power_grid.png
Pins as bars on the die edge.
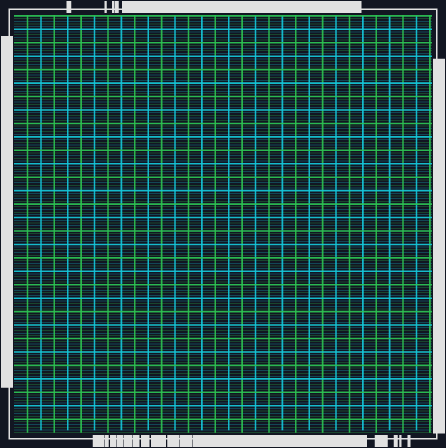
placement_by_type.png
Drawn at 1 px/µm. Fill, decap, tap and diode cells in gray.
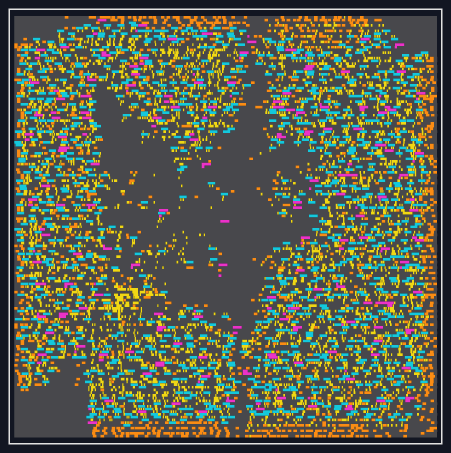
clk_routes.png
Drawn at 1.5 px/µm.
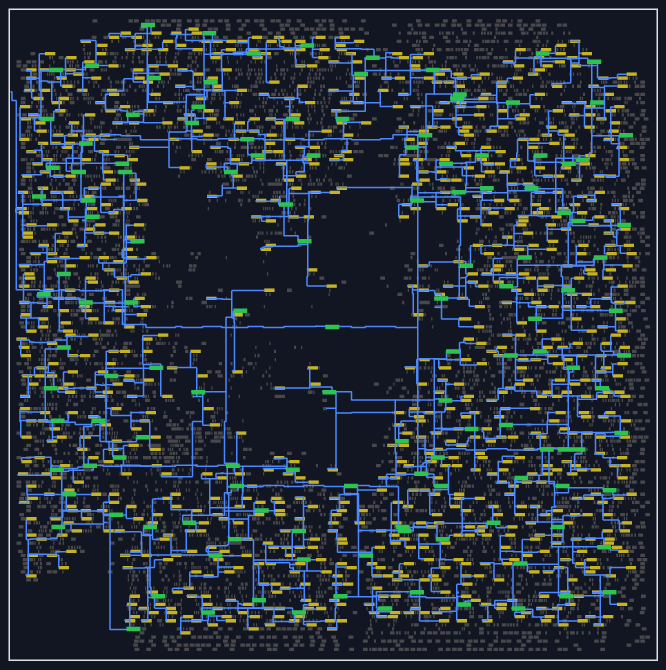
wires.png
Drawn at 1 px/µm. Only two layers are drawn.
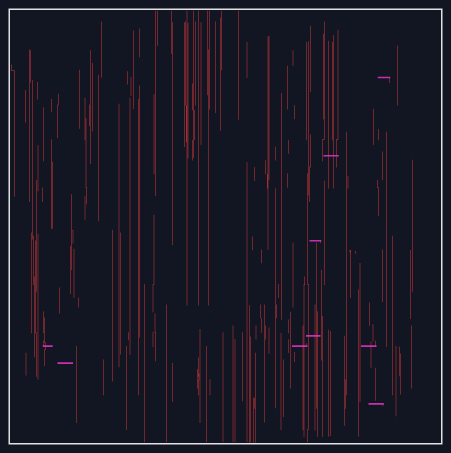
==> src/rtl/fft_frame_sequencer_if.sv <==
// rtl/fft_frame_sequencer_if.sv - sample stream, FFT core and result stream bundle for fft_frame_sequencer
interface fft_frame_sequencer_if #(
    parameter int WORD_SIZE = 16
);
    logic                      in_valid;
    logic                      in_ready;
    logic [WORD_SIZE-1:0]      in_re;
    logic [WORD_SIZE-1:0]      in_im;
    logic                      core_start;
    logic                      core_done;
    logic [16*WORD_SIZE-1:0]   frame_re;
    logic [16*WORD_SIZE-1:0]   frame_im;
    logic [16*WORD_SIZE-1:0]   res_re;
    logic [16*WORD_SIZE-1:0]   res_im;
    logic                      out_valid;
    logic                      out_ready;
    logic [WORD_SIZE-1:0]      out_re;
    logic [WORD_SIZE-1:0]      out_im;
    logic                      out_last;
    logic                      err;

    modport slave (
        input  in_valid, in_re, in_im, core_done, res_re, res_im, out_ready,
        output in_ready, core_start, frame_re, frame_im, out_valid, out_re, out_im, out_last, err
    );

    modport master (
        output in_valid, in_re, in_im, core_done, res_re, res_im, out_ready,
        input  in_ready, core_start, frame_re, frame_im, out_valid, out_re, out_im, out_last, err
    );
endinterface

==> src/rtl/fft_frame_sequencer.sv <==
// rtl/fft_frame_sequencer.sv - gathers 16-sample frames, launches the FFT core, streams results back out
// Optional WAIT watchdog compiled in with macro FFT_WDOG_EN.
module fft_frame_sequencer #(
    parameter int WORD_SIZE   = 16,
    parameter int WDOG_CYCLES = 255
) (
    input  logic                 clk,
    input  logic                 rst,
    fft_frame_sequencer_if.slave bus
);
    typedef enum logic [1:0] {LOAD, START, WAIT, UNLOAD} state_t;

    state_t                  r_state;
    state_t                  w_next_state;
    logic [3:0]              r_wr_idx;
    logic [3:0]              r_rd_idx;
    logic [16*WORD_SIZE-1:0] r_frame_re;
    logic [16*WORD_SIZE-1:0] r_frame_im;
    logic [16*WORD_SIZE-1:0] r_res_re;
    logic [16*WORD_SIZE-1:0] r_res_im;
    logic                    w_in_ready;
    logic                    w_core_start;
    logic                    w_out_valid;
    logic                    w_capture;
    logic                    w_timeout;
    logic                    w_in_fire;
    logic                    w_out_fire;

    always_ff @(posedge clk) begin
        if (rst) begin
            r_state <= LOAD;
        end else begin
            r_state <= w_next_state;
        end
    end

    always_comb begin
        w_next_state = r_state;
        w_in_ready   = 1'b0;
        w_core_start = 1'b0;
        w_out_valid  = 1'b0;
        w_capture    = 1'b0;
        case (r_state)
            LOAD: begin
                w_in_ready = 1'b1;
                if (bus.in_valid && r_wr_idx == 4'd15) begin
                    w_next_state = START;
                end
            end
            START: begin
                w_core_start = 1'b1;
                w_next_state = WAIT;
            end
            WAIT: begin
                // a done arriving on the timeout cycle still wins
                if (bus.core_done) begin
                    w_capture    = 1'b1;
                    w_next_state = UNLOAD;
                end else if (w_timeout) begin
                    w_next_state = LOAD;
                end
            end
            UNLOAD: begin
                w_out_valid = 1'b1;
                if (bus.out_ready && r_rd_idx == 4'd15) begin
                    w_next_state = LOAD;
                end
            end
            default: w_next_state = LOAD;
        endcase
    end

    assign w_in_fire  = w_in_ready && bus.in_valid;
    assign w_out_fire = w_out_valid && bus.out_ready;

    always_ff @(posedge clk) begin
        if (rst) begin
            r_wr_idx   <= 4'd0;
            r_rd_idx   <= 4'd0;
            r_frame_re <= '0;
            r_frame_im <= '0;
            r_res_re   <= '0;
            r_res_im   <= '0;
        end else begin
            if (w_in_fire) begin
                r_frame_re[r_wr_idx*WORD_SIZE +: WORD_SIZE] <= bus.in_re;
                r_frame_im[r_wr_idx*WORD_SIZE +: WORD_SIZE] <= bus.in_im;
                r_wr_idx <= r_wr_idx + 4'd1;
            end
            if (w_capture) begin
                r_res_re <= bus.res_re;
                r_res_im <= bus.res_im;
            end
            if (w_out_fire) begin
                r_rd_idx <= r_rd_idx + 4'd1;
            end
        end
    end

`ifdef FFT_WDOG_EN
    logic [15:0] r_wdog;
    logic        r_err;

    assign w_timeout = (r_state == WAIT) && !bus.core_done &&
                       (r_wdog == 16'(WDOG_CYCLES - 1));

    always_ff @(posedge clk) begin
        if (rst) begin
            r_wdog <= 16'd0;
            r_err  <= 1'b0;
        end else begin
            if (r_state == START) begin
                r_wdog <= 16'd0;
            end else if (r_state == WAIT && !bus.core_done && !w_timeout) begin
                r_wdog <= r_wdog + 16'd1;
            end
            if (w_timeout) begin
                r_err <= 1'b1;
            end
        end
    end

    assign bus.err = r_err;
`else
    logic w_unused_wdog;

    assign w_unused_wdog = (WDOG_CYCLES != 0);
    assign w_timeout     = 1'b0;
    assign bus.err       = 1'b0;
`endif

    assign bus.in_ready   = w_in_ready;
    assign bus.core_start = w_core_start;
    assign bus.out_valid  = w_out_valid;
    assign bus.out_last   = w_out_valid && (r_rd_idx == 4'd15);
    assign bus.out_re     = r_res_re[r_rd_idx*WORD_SIZE +: WORD_SIZE];
    assign bus.out_im     = r_res_im[r_rd_idx*WORD_SIZE +: WORD_SIZE];
    assign bus.frame_re   = r_frame_re;
    assign bus.frame_im   = r_frame_im;
endmodule

==> src/flat_wrapper.sv <==
// flat-port wrapper written by rule: the top's interface ports become plain ports
module fft_frame_sequencer_flat 
#(
    parameter int WORD_SIZE   = 16,
    parameter int WDOG_CYCLES = 255
)
  (clk, rst, bus_in_valid, bus_in_re, bus_in_im, bus_core_done, bus_res_re, bus_res_im, bus_out_ready, bus_in_ready, bus_core_start, bus_frame_re, bus_frame_im, bus_out_valid, bus_out_re, bus_out_im, bus_out_last, bus_err);
  fft_frame_sequencer_if #(.WORD_SIZE(WORD_SIZE)) bus_i ();
  input  logic clk;
  input  logic rst;
  input wire logic [$bits(bus_i.in_valid)-1:0] bus_in_valid;
  input wire logic [$bits(bus_i.in_re)-1:0] bus_in_re;
  input wire logic [$bits(bus_i.in_im)-1:0] bus_in_im;
  input wire logic [$bits(bus_i.core_done)-1:0] bus_core_done;
  input wire logic [$bits(bus_i.res_re)-1:0] bus_res_re;
  input wire logic [$bits(bus_i.res_im)-1:0] bus_res_im;
  input wire logic [$bits(bus_i.out_ready)-1:0] bus_out_ready;
  output wire logic [$bits(bus_i.in_ready)-1:0] bus_in_ready;
  output wire logic [$bits(bus_i.core_start)-1:0] bus_core_start;
  output wire logic [$bits(bus_i.frame_re)-1:0] bus_frame_re;
  output wire logic [$bits(bus_i.frame_im)-1:0] bus_frame_im;
  output wire logic [$bits(bus_i.out_valid)-1:0] bus_out_valid;
  output wire logic [$bits(bus_i.out_re)-1:0] bus_out_re;
  output wire logic [$bits(bus_i.out_im)-1:0] bus_out_im;
  output wire logic [$bits(bus_i.out_last)-1:0] bus_out_last;
  output wire logic [$bits(bus_i.err)-1:0] bus_err;
  assign bus_i.in_valid = bus_in_valid;
  assign bus_i.in_re = bus_in_re;
  assign bus_i.in_im = bus_in_im;
  assign bus_i.core_done = bus_core_done;
  assign bus_i.res_re = bus_res_re;
  assign bus_i.res_im = bus_res_im;
  assign bus_i.out_ready = bus_out_ready;
  assign bus_in_ready = bus_i.in_ready;
  assign bus_core_start = bus_i.core_start;
  assign bus_frame_re = bus_i.frame_re;
  assign bus_frame_im = bus_i.frame_im;
  assign bus_out_valid = bus_i.out_valid;
  assign bus_out_re = bus_i.out_re;
  assign bus_out_im = bus_i.out_im;
  assign bus_out_last = bus_i.out_last;
  assign bus_err = bus_i.err;
  fft_frame_sequencer #(.WORD_SIZE(WORD_SIZE), .WDOG_CYCLES(WDOG_CYCLES)) u_core (.clk(clk), .rst(rst), .bus(bus_i));
endmodule
==> config.mk <==
export PLATFORM = sky130hd
export DESIGN_NAME = fft_frame_sequencer_flat
export DESIGN_NICKNAME = d
export VERILOG_FILES = /design/src/rtl/fft_frame_sequencer_if.sv /design/src/rtl/fft_frame_sequencer.sv /design/src/flat_wrapper.sv
export SDC_FILE = /design/constraint.sdc
export NUM_CORES = 2
export LEC_CHECK = 0
export ABC_AREA = 1
export ABC_CLOCK_PERIOD_IN_PS = 7200
export CAP_MARGIN = 20
export CORE_AREA = 4 4 427 429
export DETAILED_ROUTE_END_ITERATION = 7
export DIE_AREA = 0 0 431 433
export PLACE_DENSITY = 0.45
export SLEW_MARGIN = 25
export SYNTH_ARGS = -nofsm -noshare
export SYNTH_HDL_FRONTEND = slang
export SYNTH_SLANG_ARGS = --single-unit
==> constraint.sdc <==
create_clock -name clk -period 7.2 [get_ports clk]
set_input_delay 1.08 -clock clk [delete_from_list [all_inputs] [get_ports clk]]
set_output_delay 1.08 -clock clk [all_outputs]
set_load 0.03 [all_outputs]
==> results.sh <==
# yosys + openroad results
export IMPL_outcome="finished, final reports clean"
export IMPL_multiplexer_area_fraction_after_synthesis_pct=0
export IMPL_tritoncts_num_sinks=1034
export IMPL_met3_usage_in_global_routing_pct=7.05
export IMPL_synth_cells_yosys=6527
export IMPL_power_combinational_mw=5.05
export IMPL_yosys_area_top_type="sky130_fd_sc_hd__dfxtp_1"
export IMPL_num_rows=155
export IMPL_timing_reg2reg_setup_slack_ps=2670
export IMPL_cts_hold_buffers_added=0
export IMPL_design_core_area_um2=178000
export IMPL_clock_buffer_depth=3
export IMPL_area_share_combinational_pct=34.2
export IMPL_fp_util_pct=25.0
export IMPL_cp_data_arrival_time_ps=4710
export IMPL_number_of_synthesized_flops_with_an_enable_pin=0
export IMPL_power_per_cell_area_nw_per_um2=300
export IMPL_critical_path_max_stage_delay_ps=950
export IMPL_crit_path_end_kind="output port"
export IMPL_clock_tree_area_fraction_pct=7.03
export IMPL_holdCritPathClass="flop to flop"
export IMPL_cts_resized=0
export IMPL_crit_chain="inv_8 > o21ai_0 > o21ai_0 > o211ai_1 > nand3_1 > clkdlybuf4s50_1"
export IMPL_pwr_group_sequential_mw=6.67
export IMPL_yosys_cell_types=34
export IMPL_period_minus_ws_final_ps=5790
export IMPL_worst_hold_startpoint="u_core.bus.frame_im[66]"
export IMPL_max_vdd_ir_drop_uv=212
export IMPL_yosys_stat_chipArea_um2=44500
export IMPL_worst_path_max_delay_cell="sky130_fd_sc_hd__dfxtp_4"
export IMPL_path_depth=6
export IMPL_leading_power_group="the clock network"
export IMPL_most_used_logic_cell_in_the_final_layout="sky130_fd_sc_hd__nor2_1"
export IMPL_worst_path_setup_slack_after_routing_ps=1410
export IMPL_wire_length_of_the_first_global_routing_pass_mm=355
export IMPL_yosys_top_cells_area="sky130_fd_sc_hd__dfxtp_1 (47%), sky130_fd_sc_hd__nor2_1 (18%), sky130_fd_sc_hd__o21ai_0 (11%)"
export IMPL_yosys_area_share_adder_pct=0.225
export IMPL_dp_worst_setup_slack_ps=2150
export IMPL_max_cap_violations=0
export IMPL_place_detailed_instances=9493
export IMPL_ys_seq_share_pct=46.5
export IMPL_ios=1098
export IMPL_htree_levels=4
export IMPL_routed_wl_met3_mm=18.3
export IMPL_detailed_place_area_um2=57100
export IMPL_xor_xnor_portion_of_the_synthesized_cell_area_pct=0
export IMPL_drt_drc_violations_left=0
export IMPL_post_synth_ao_oa_area_fraction_pct=15.7
export IMPL_num_clock_buffers=193
export IMPL_netlist_instances=6527
export IMPL_n_all_buffers=1170
export IMPL_n_antenna_cell=21
export IMPL_flop_cell="sky130_fd_sc_hd__dfxtp_1"
export IMPL_grt_met1_usage_pct=28.7
export IMPL_area_of_all_sequential_standard_cells_um2=20700
export IMPL_dominant_cell_class="multi-input combinational cells"
export IMPL_final_antenna_net_count=0
export IMPL_detail_route_first_pass_iterations=8
export IMPL_bufAreaShareNonClock_pct=19.0
export IMPL_yosys_cell_count_top_type="sky130_fd_sc_hd__nor2_1"
export IMPL_grt_busiest_layer="met2"
export IMPL_slew_headroom_pct=22.1
export IMPL_yosys_top_cells_count="sky130_fd_sc_hd__nor2_1 (2107), sky130_fd_sc_hd__dfxtp_1 (1034), sky130_fd_sc_hd__o21ai_0 (1000), sky130_fd_sc_hd__nand2_1 (706), sky130_fd_sc_hd__clkbuf_1 (420)"
export IMPL_post_cts_setup_buffer_count=0
export IMPL_layout_drive_gt1_share_pct=4.75
export IMPL_gr_usage_met2_pct=46.8
export IMPL_post_synth_instance_area_um2=44500
export IMPL_yosys_register_bits=1034
export IMPL_nets=7830
export IMPL_rsz0062_at_grt="false"
export IMPL_design_power_total_mw=18.4
Back to the opening pictures, power_grid.png:
[cyan] VDD
[green] VSS
met4 straps: 31
rows: 155
met1 rails: 156
overall die height: 433 µm
floorplan die width: 431 µm

Back to the opening pictures, placement_by_type.png:
[yellow] combinational and other logic | cells: 4934
[cyan] sequential cells | cells: 1034
[magenta] clock drivers and dummy loads | cells: 229
[orange] remaining buffers and delay cells | cells: 1170
final core utilization: 34.5%
total non-filler cell area in the finished layout: 61500 µm²
flip-flop and latch share of the layout cell area: 33.7%

Back to the opening pictures, clk_routes.png:
[green] clock drivers | count: 133
[yellow] flip-flops | count: 1034
[blue] clock wires | length: 16900 µm
flops lie: all over the die
routed clock nets: 134
proportion of power drawn by the clock network: 36.4%
clock network power consumption: 6.70 mW
worst clock skew on the final layout: 25.3 ps
insertion delay of the later-clocked pin in the worst-skew pair: 780 ps

Back to the opening pictures, wires.png:
[red] metal 4 | wire length: 14800 µm
[magenta] metal 5 | wire length: 111 µm
via total after detailed routing: 48245
overall routed net length: 258 mm
average detailed-routed wire length per instance: 26.5 µm
Total GRT Usage: 26.3%

Power is estimated from default activity; no workload was simulated.
